### Clock routing, run 1

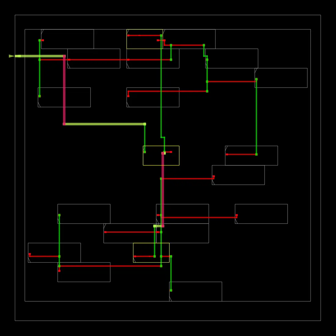
### Sequential cells grouped by signal name, run 1

The bar under the picture is 10 um long. Other sequential cells in the stronger grey, the rest of the logic in the fainter grey.
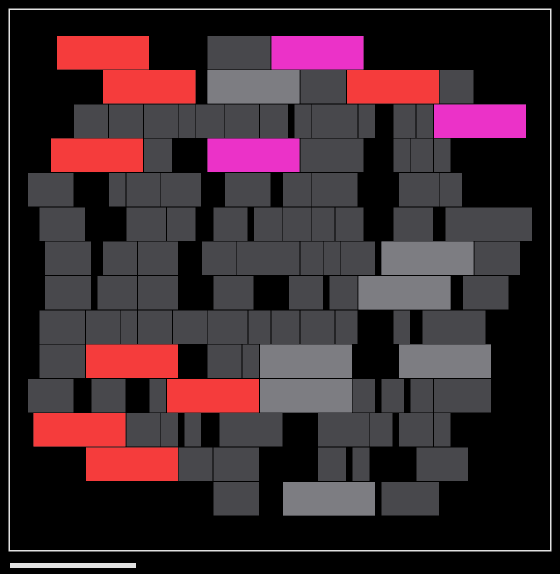
### Routed metal, one colour a layer, run 1

The bar under the picture is 10 um long. Two of the layers only.
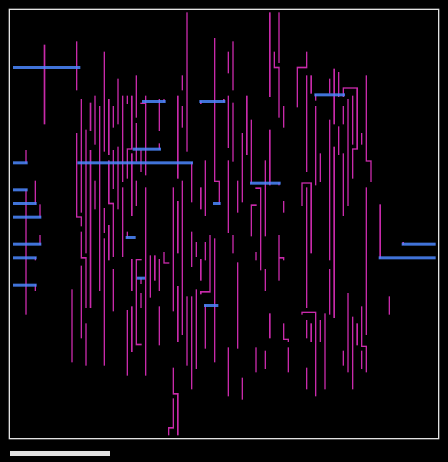
$ cat src/rtl/uart_tx_serializer.sv
// UART transmit serializer: start bit, DATA_WIDTH data bits LSB-first, optional parity, one stop bit.
// One bit per TX_clk cycle; TX_OUT and Busy come straight from flops.
//
// state  | meaning
// IDLE   | line high, waiting for Data_Valid
// START  | start bit (0) on the line
// DATA   | data bit shift_q[0] on the line, cnt_q counts bits sent
// PARITY | latched parity bit on the line
// STOP   | stop bit (1); a new word may be accepted here
module uart_tx_serializer #(
  parameter int DATA_WIDTH = 8
) (
  input  logic                  TX_clk,
  input  logic                  rst_n,
  input  logic [DATA_WIDTH-1:0] P_DATA,
  input  logic                  Data_Valid,
  input  logic                  PAR_EN,
  input  logic                  PAR_TYP,
  output logic                  TX_OUT,
  output logic                  Busy
);

  localparam int CW = $clog2(DATA_WIDTH);
  localparam logic [CW-1:0] LAST_BIT = CW'(DATA_WIDTH - 1);

  typedef enum logic [2:0] {
    IDLE   = 3'd0,
    START  = 3'd1,
    DATA   = 3'd2,
    PARITY = 3'd3,
    STOP   = 3'd4
  } state_t;

  state_t                state_q, state_d;
  logic [DATA_WIDTH-1:0] shift_q, shift_d;
  logic [CW-1:0]         cnt_q, cnt_d;
  logic                  par_en_q, par_en_d;
  logic                  par_bit_q, par_bit_d;
  logic                  tx_out_q, tx_out_d;
  logic                  busy_q, busy_d;

  always_ff @(posedge TX_clk) begin
    if (!rst_n) begin
      state_q   <= IDLE;
      shift_q   <= '0;
      cnt_q     <= '0;
      par_en_q  <= 1'b0;
      par_bit_q <= 1'b0;
      tx_out_q  <= 1'b1;
      busy_q    <= 1'b0;
    end else begin
      state_q   <= state_d;
      shift_q   <= shift_d;
      cnt_q     <= cnt_d;
      par_en_q  <= par_en_d;
      par_bit_q <= par_bit_d;
      tx_out_q  <= tx_out_d;
      busy_q    <= busy_d;
    end
  end

  always_comb begin
    state_d   = state_q;
    shift_d   = shift_q;
    cnt_d     = cnt_q;
    par_en_d  = par_en_q;
    par_bit_d = par_bit_q;
    case (state_q)
      IDLE, STOP: begin
        if (Data_Valid) begin
          state_d   = START;
          shift_d   = P_DATA;
          cnt_d     = '0;
          par_en_d  = PAR_EN;
          par_bit_d = (^P_DATA) ^ PAR_TYP;
        end else begin
          state_d = IDLE;
        end
      end
      START: state_d = DATA;
      DATA: begin
        shift_d = shift_q >> 1;
        if (cnt_q == LAST_BIT) begin
          state_d = par_en_q ? PARITY : STOP;
        end else begin
          cnt_d = cnt_q + CW'(1);
        end
      end
      PARITY: state_d = STOP;
      default: state_d = IDLE;
    endcase
  end

  // Decode from the next state so the output flops show the bit of the state being entered.
  always_comb begin
    tx_out_d = 1'b1;
    busy_d   = 1'b0;
    case (state_d)
      IDLE:    begin tx_out_d = 1'b1;       busy_d = 1'b0; end
      START:   begin tx_out_d = 1'b0;       busy_d = 1'b1; end
      DATA:    begin tx_out_d = shift_d[0]; busy_d = 1'b1; end
      PARITY:  begin tx_out_d = par_bit_d;  busy_d = 1'b1; end
      STOP:    begin tx_out_d = 1'b1;       busy_d = 1'b0; end
      default: begin tx_out_d = 1'b1;       busy_d = 1'b0; end
    endcase
  end

  assign TX_OUT = tx_out_q;
  assign Busy   = busy_q;

endmodule

$ cat config.mk
export PLATFORM = sky130hd
export DESIGN_NAME = uart_tx_serializer
export DESIGN_NICKNAME = d
export VERILOG_FILES = /design/src/rtl/uart_tx_serializer.sv
export SDC_FILE = /design/constraint.sdc
export NUM_CORES = 1
export LEC_CHECK = 0
export CORE_MARGIN = 1
export CORE_UTILIZATION = 54
export CTS_BUF_LIST = sky130_fd_sc_hd__clkbuf_8
export DETAILED_ROUTE_END_ITERATION = 16
export PLACE_DENSITY = 0.86
export SYNTH_ARGS = -nofsm -noshare
export SYNTH_HDL_FRONTEND = slang
export SYNTH_SLANG_ARGS = --single-unit
$ cat constraint.sdc
create_clock -name TX_clk -period 1.85 [get_ports TX_clk]
set_input_delay 0.185 -clock TX_clk [delete_from_list [all_inputs] [get_ports TX_clk]]
set_output_delay 0.185 -clock TX_clk [all_outputs]
set_load 0.02 [all_outputs]
==> results.py, run 1 <==
# Synthesis and PnR figures
metrics = {
    "outcome": {
        "status": "finished clean",
    },
    "timing": {
        "report.final.hold_viol_count": 0,
        "grt_setup_unrepaired": "no",
        "final_period_minus_worst_setup_slack_ns": 1.542,
        "final_cycle_share_pct": 83.34,
    },
    "min_path": {
        "holdCritPathClass": "reg2reg",
    },
    "power_and_ir_drop": {
        "portion_of_total_power_attributed_to_combinational_logic_pct": 19.5,
        "netSwitchingFraction_pct": 25.74,
        "power.static_leakage_nw": 0.3810,
        "post-layout-total-power_uw": 873.8,
    },
    "yosys": {
        "top_cell_area_share_pct": 40.06,
        "synth-edff-count": 0,
        "yosys-mux-area-fraction_pct": 1.113,
        "synth_area_leader_cell": "sky130_fd_sc_hd__dfxtp_1",
        "post_synth_instance_area_um2": 899.6,
        "netlist.top_cell.by_instances": "sky130_fd_sc_hd__dfxtp_1",
        "postSynth.asyncResetShare_pct": 0,
        "synthesis.nets": 112,
        "synth.cells.most_frequent": "sky130_fd_sc_hd__dfxtp_1, sky130_fd_sc_hd__nand2_1, sky130_fd_sc_hd__a22oi_1",
        "synth.yosys.warnings": 0,
        "ys_seq_share_pct": 40.06,
        "synth-simple-area-share_pct": 25.03,
        "ys_sh_xor_pct": 6.815,
        "avgSynthCellArea_um2": 9.274,
    },
    "worst_setup_path": {
        "worst-path-max-fanout": 4,
        "endpoint_arrival_time_on_the_critical_path_ns": 1.65,
        "timing.critical_path.required_ns": 1.96,
        "critical_path.endpoint": "TX_OUT",
    },
    "die": {
        "design.die.area_mm2": 0.001833,
        "pin_count": 15,
        "tap-cell-count": 16,
        "die_boundary_width_um": 42.82,
    },
    "global_routing": {
        "antenna_found_initial": 0,
        "gr-total-overflow": 0,
        "vias_in_the_first_global_route": 651,
    },
    "drt": {
        "drt-total-wl_um": 1678,
        "detailedRoute.firstIterationViolations": 23,
        "drt_drc_violations_left": 0,
        "route.antenna.remaining_nets": 0,
    },
    "final_layout": {
        "antenna_cells_inserted": 0,
        "num-multi-input-gates": 72,
        "largest_register": "shift_q",
        "largest_register_ff_count": 8,
        "clockBufferCount": 3,
        "layoutNonFillerInstCount": 126,
        "fill_cells": 110,
        "flop-count": 18,
    },
    "place": {
        "numPlacedInstances": 123,
        "place.detailed.hpwl_um": 1266,
        "gp_congestion": 0.7785,
    },
    "clock_network": {
        "cts.root.buffer_cell": "sky130_fd_sc_hd__clkbuf_8",
        "cts_inserted_buffers": 3,
        "clock_sink_count": 18,
        "post-cts-setup-buffer-count": 0,
        "htree_levels": 1,
    },
}
Back to the opening pictures, 'Clock routing':
Insertion Delay late pin: 0.25 ns
total clock network power: 269 uW

Back to the opening pictures, 'Sequential cells grouped by signal name':
signal	colour	placed flops
shift_q	red	8
state_q	magenta	3
not coloured	7
utilization of the core after routing: 70.77%
Register Area: 360.3 um^2
power consumed by sequential cells: 435 uW
Seq area share: 33.41%

Back to the opening pictures, 'Routed metal, one colour a layer':
layer	colour	wire length
metal 3	blue	54.5 um
metal 2	magenta	821 um
total number of vias: 719
drt wl/cell: 13.32 um
overall track demand over capacity in global routing: 20.28%

run 1: worst max-delay path, stage by stage, from the launching register on:
cell and delay, ns:
sky130_fd_sc_hd__dfxtp_1 0.33, sky130_fd_sc_hd__ha_1 0.20, sky130_fd_sc_hd__ha_1 0.23, sky130_fd_sc_hd__a21oi_1 0.21
sky130_fd_sc_hd__mux2i_1 0.12, sky130_fd_sc_hd__nor4_1 0.21, sky130_fd_sc_hd__o31ai_1 0.11
run 1: layout by cell type, fill, tap and decap left out, drive strengths merged:
| master | netlist | routed |
|---|---|---|
| o31ai | 1 | 1 |
| a21boi | 9 | 9 |
| or2 | 1 | 1 |
| clkdlybuf4s50 | 0 | 14 |
| nor4 | 1 | 1 |
| and2b | 1 | 1 |
| ha | 2 | 2 |
| clkbuf | 2 | 3 |
| o21ai | 3 | 3 |
| nor2b | 3 | 3 |
| nor2 | 5 | 5 |
| nor3b | 1 | 1 |
| dfxtp | 18 | 18 |
| nand3 | 4 | 4 |
| and2 | 3 | 3 |
| nand2 | 11 | 11 |
| a22oi | 8 | 8 |
| nor4b | 1 | 1 |
| nand4 | 1 | 1 |
| mux2i | 1 | 1 |
| nand2b | 2 | 2 |
| xnor2 | 7 | 7 |
| o21a | 1 | 1 |
| a21oi | 3 | 3 |
| nand4b | 1 | 1 |
| nand3b | 1 | 1 |
| inv | 2 | 2 |
| buf | 2 | 1 |
| nor3 | 1 | 1 |
run 1: per-layer routing:
metal	routed length, um	vias up	global-route usage (%)
li1	-	363	-
met4	46	0	13.75
met5	0	-	0
met1	757	326	24.33
met2	820	22	31.82
met3	54	8	4.681
### Clock network drawn from the DEF, run 1

The bar under the picture is 10 um long.
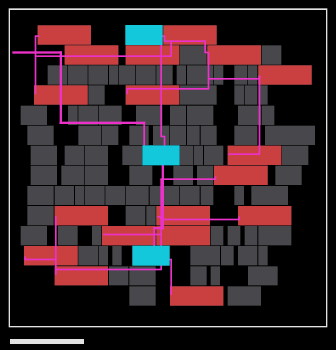

==> inputs of run 2 (changes only) <==
==> constraint.sdc (replaced) <==
create_clock -name TX_clk -period 1.5 [get_ports TX_clk]
set_input_delay 0.15 -clock TX_clk [delete_from_list [all_inputs] [get_ports TX_clk]]
set_output_delay 0.15 -clock TX_clk [all_outputs]
set_load 0.02 [all_outputs]
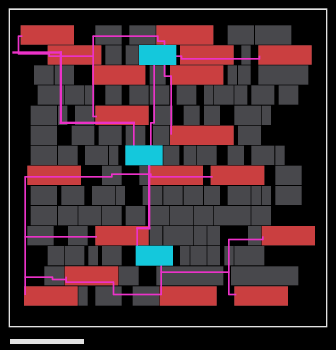
*Clock network drawn from the DEF, run 2*
The bar under the picture is 10 um long.
[flip-flops] red | count: 18
[clock drivers] cyan | count: 3
[clock wires] magenta | length: 225 um
flops lie	widely spread
routed clock nets	4
clock skew: 0.007571 ns
proportion of power drawn by the clock network: 29.7%

==> run 2 against run 1 <==
Effect of this change:
- utilization is 6.5 points higher
- routed wire length increased by 7.0%
- register-to-register slack worse by 0.16 ns
- non-clock buffer count up 8
- synthesized cell count unchanged
- hold slack lost 0.012 ns
- final cell count grew 6.3%
==> results.py, run 2 <==
# Synthesis and PnR figures
metrics = {
    "yosys": {
        "postSynth.asyncResetShare_pct": 0,
        "post_synth_instance_area_um2": 899.6,
        "synth_area_leader_cell": "sky130_fd_sc_hd__dfxtp_1",
        "netlist.top_cell.by_instances": "sky130_fd_sc_hd__dfxtp_1",
        "synth.yosys.warnings": 0,
        "ys_seq_share_pct": 40.06,
        "synth.cells.most_frequent": "sky130_fd_sc_hd__dfxtp_1, sky130_fd_sc_hd__nand2_1, sky130_fd_sc_hd__a22oi_1",
        "synth-edff-count": 0,
    },
    "drt": {
        "met3WireLength_um": 45,
        "route.antenna.remaining_nets": 0,
        "avgRoutedWirePerCell_um": 13.40,
        "drt_drc_violations_left": 0,
        "detailedRoute.firstIterationViolations": 8,
        "detailroute.via_count": 744,
        "maxUsedRoutingLayer": "met4",
        "drt-total-wl_um": 1795,
        "met2RoutedLength_um": 903,
        "routedLengthMet1_um": 827,
    },
    "die": {
        "die_boundary_width_um": 42.82,
        "design.die.area_mm2": 0.001833,
    },
    "final_layout": {
        "largest_register": "shift_q",
        "layout_top_cell_excl_fill_tap": "sky130_fd_sc_hd__dfxtp_1",
    },
    "place": {
        "place.detailed.hpwl_um": 1370,
    },
    "clock_network": {
        "cts_inserted_buffers": 3,
        "worst_skew_pair.late_latency_ns": 0.25,
        "htree_levels": 1,
        "clock_sink_count": 18,
        "cts.root.buffer_cell": "sky130_fd_sc_hd__clkbuf_8",
    },
    "power_and_ir_drop": {
        "pwr.group.sequential_uw": 536,
        "portion_of_total_power_attributed_to_combinational_logic_pct": 21.6,
        "netSwitchingFraction_pct": 25.65,
    },
    "worst_setup_path": {
        "timing.critical_path.required_ns": 1.67,
        "worst-path-max-fanout": 4,
        "critical_path.endpoint": "TX_OUT",
    },
    "outcome": {
        "status": "finished clean",
    },
    "timing": {
        "report.final.hold_viol_count": 0,
        "final_cycle_share_pct": 90.41,
    },
    "min_path": {
        "holdCritPathClass": "reg2reg",
    },
    "global_routing": {
        "grt_use_total_pct": 23.43,
        "vias_in_the_first_global_route": 752,
    },
}
[run 2: cell families after synthesis]
family                   synth area share [%]
XOR/XNOR                                6.815
adder cells (fa/ha/maj)                 2.781
AND/OR/NAND/NOR                         25.04
buffers and inverters                   4.172
flip-flops                              40.06
AND-OR/OR-AND                           20.03
multiplexers                            1.113
[run 2: layout make-up]
cell class              count  area (um^2)
inverters                   2        7.507
fillers                   115        346.6
multi-input cells          72        534.3
repair buffers             23        207.7
clock buffers               3        41.29
flip-flops and latches     18        366.6
well taps                  16        20.02
[run 2: layer usage]
metal / track usage [%] / up-vias
li1: - / 380
met1: 30.32 / 348
met2: 38.48 / 12
met3: 2.553 / 4
met4: 11.25 / 0
met5: 0 / -
[run 2: critical path, stage by stage, from the launching register on]
cell                       delay (ns)
sky130_fd_sc_hd__dfxtp_4         0.37
sky130_fd_sc_hd__ha_4            0.14
sky130_fd_sc_hd__ha_4            0.14
sky130_fd_sc_hd__nand4b_1        0.13
sky130_fd_sc_hd__a21oi_2         0.19
sky130_fd_sc_hd__nor4_1          0.07
sky130_fd_sc_hd__o31ai_1         0.24
[run 2: repair_timing]
action,4_1_cts,5_1_grt
resized,2,8
setup endpoints to repair,1,3
setup buffers,0,0
pin swaps,1,3
hold endpoints to repair,0,0
[run 2: metrics by stage]
step / setup WS (ns) / TNS (ns) / cells
after floorplan: 0.1473 / 0 / 97
after global placement: -0.02221 / -0.02221 / 131
after detailed placement: -0.03167 / -0.03167 / 131
after CTS: 0.01460 / 0 / 134
after global routing: -0.01637 / -0.01637 / 134
final: 0.1439 / 0 / 134
### Cell classes on the final placement, run 2

Fill, decap, tap and diode cells in grey.
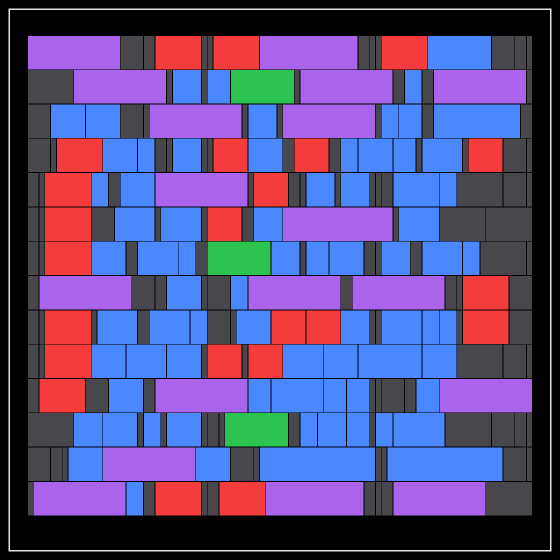

==> inputs of run 3 (changes only) <==
==> constraint.sdc (replaced) <==
create_clock -name TX_clk -period 1.3 [get_ports TX_clk]
set_input_delay 0.13 -clock TX_clk [delete_from_list [all_inputs] [get_ports TX_clk]]
set_output_delay 0.13 -clock TX_clk [all_outputs]
set_load 0.02 [all_outputs]
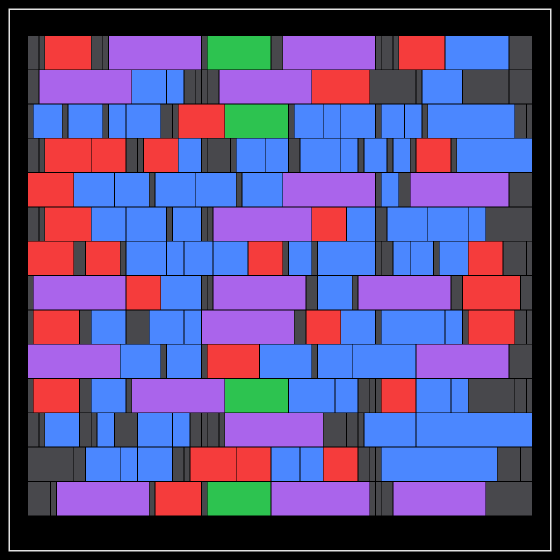
*Cell classes on the final placement, run 3*
Fill, decap, tap and diode cells in grey.
class	colour	cells
clock drivers and dummy loads	green	4
remaining buffers and delay cells	red	27
combinational and other logic	blue	74
sequential cells	purple	18
Design Area, Final: 0.001256 mm^2
Placeable Area: 0.001524 mm^2

==> run 3 against run 2 <==
Effect of this change:
- the flow now finishes with violations (negative setup slack)
- synthesized area unchanged
- power is 26% higher
- routed wire length increased by 14%
- first-iteration DRC count rose to 2.5 times the previous value
- sequential share of layout area decreased by 2.1 points
- clock power rose by 42%
- synthesized cell count unchanged
- non-clock buffer count grew 4
- combinational power rose by 28%
- largest power group unchanged
==> results.py, run 3 <==
# Synthesis and PnR figures
metrics = {
    "timing": {
        "setup-violations-final": 4,
        "clock-skew-final_ns": 0.005328,
        "finalWorstSetupSlack_ns": -0.04361,
        "grt_setup_unrepaired": "yes",
    },
    "clock_network": {
        "cts_repair_resize_count": 7,
        "clock_sink_count": 18,
        "cts.root.buffer_cell": "sky130_fd_sc_hd__clkbuf_8",
        "worst_skew_pair.late_latency_ns": 0.26,
        "htree_levels": 1,
        "cts_inserted_buffers": 3,
    },
    "yosys": {
        "synth_area_leader_cell": "sky130_fd_sc_hd__dfxtp_1",
        "synth-edff-count": 0,
        "postSynth.asyncResetShare_pct": 0,
        "ys_seq_share_pct": 40.06,
        "post_synth_instance_area_um2": 899.6,
        "avgSynthCellArea_um2": 9.274,
        "synth.yosys.warnings": 0,
    },
    "global_routing": {
        "antenna_found_initial": 0,
        "vias_in_the_first_global_route": 841,
        "grt_use_met2_pct": 46.97,
    },
    "final_layout": {
        "area.share.combinational_pct": 44.72,
        "layout_top_cell_excl_fill_tap": "sky130_fd_sc_hd__dfxtp_1",
        "area_dominant_class": "combinational gates",
        "antenna_cells_inserted": 0,
        "num-multi-input-gates": 72,
        "inverters": 2,
        "seqAreaFraction_pct": 29.08,
        "area.combinational_um2": 561.8,
        "flop-count": 18,
    },
    "outcome": {
        "failed_checks": "negative setup slack",
        "status": "complete, but fails checks",
    },
    "die": {
        "pin_count": 15,
        "die_boundary_width_um": 42.82,
    },
    "worst_setup_path": {
        "worst-path-max-fanout": 3,
        "critical_path.endpoint": "Busy",
    },
    "drt": {
        "met2RoutedLength_um": 1038,
        "met3WireLength_um": 72,
        "drt-total-wl_um": 2050,
        "routedLengthMet1_um": 878,
    },
    "min_path": {
        "holdCritPathClass": "in2reg",
    },
    "place": {
        "gp_congestion": 0.7829,
        "place.detailed.hpwl_um": 1421,
    },
    "power_and_ir_drop": {
        "power.static_leakage_nw": 0.4725,
    },
}
-- run 3: cell types whose count changed in the layout (fill, tap and decap cells not counted), moves of 2 or more --
| cell | delta |
|---|---|
| sky130_fd_sc_hd__buf_4 | +3 |
| sky130_fd_sc_hd__clkdlybuf4s50_1 | -2 |
| sky130_fd_sc_hd__dfxtp_2 | +2 |
| sky130_fd_sc_hd__dlymetal6s2s_1 | +2 |
-- run 3: worst max-delay path: stages (launching register included) --
cell and delay (ns):
sky130_fd_sc_hd__dfxtp_2 0.36, sky130_fd_sc_hd__ha_4 0.14, sky130_fd_sc_hd__ha_4 0.15, sky130_fd_sc_hd__a21oi_4 0.06
sky130_fd_sc_hd__mux2i_2 0.22, sky130_fd_sc_hd__nor2_1 0.11, sky130_fd_sc_hd__o21a_1 0.21
-- run 3: per-stage QoR --
step           worst slack, ns  util (%)  cell area [um^2]  hold slack, ns  std cells
2_1_floorplan         0.002690         -             912.1          0.2749         97
3_3_place_gp           -0.1851     74.79              1140          0.4545        135
3_5_place_dp           -0.1981     74.79              1140          0.4571        135
4_1_cts               -0.02718     80.38              1225          0.4325        139
5_1_grt                -0.1417     82.43              1256          0.4785        139
6_report              -0.04361     82.43              1256          0.4290        139
-- run 3: power by group --
| group | leakage (nW) | internal [mW] | switching (mW) |
|---|---|---|---|
| Combinational | 0.294 | 0.164 | 0.141 |
| Clock | 0.0288 | 0.270 | 0.196 |
| Sequential | 0.149 | 0.592 | 0.0260 |
| Total | 0.472 | 1.03 | 0.362 |
-- run 3: logic make-up (layout without fill, tap and decap cells) --
family	count (synthesis)	count (layout)	synth area share [%]
compound gates	25	25	20.03
xor+xnor	7	7	6.815
fa+ha+maj	2	2	2.781
buf+inv	7	33	4.172
flops	18	18	40.06
mux	1	1	1.113
simple gates	37	37	25.04
Power figures rest on the tool's default switching activity, not on a simulated workload.
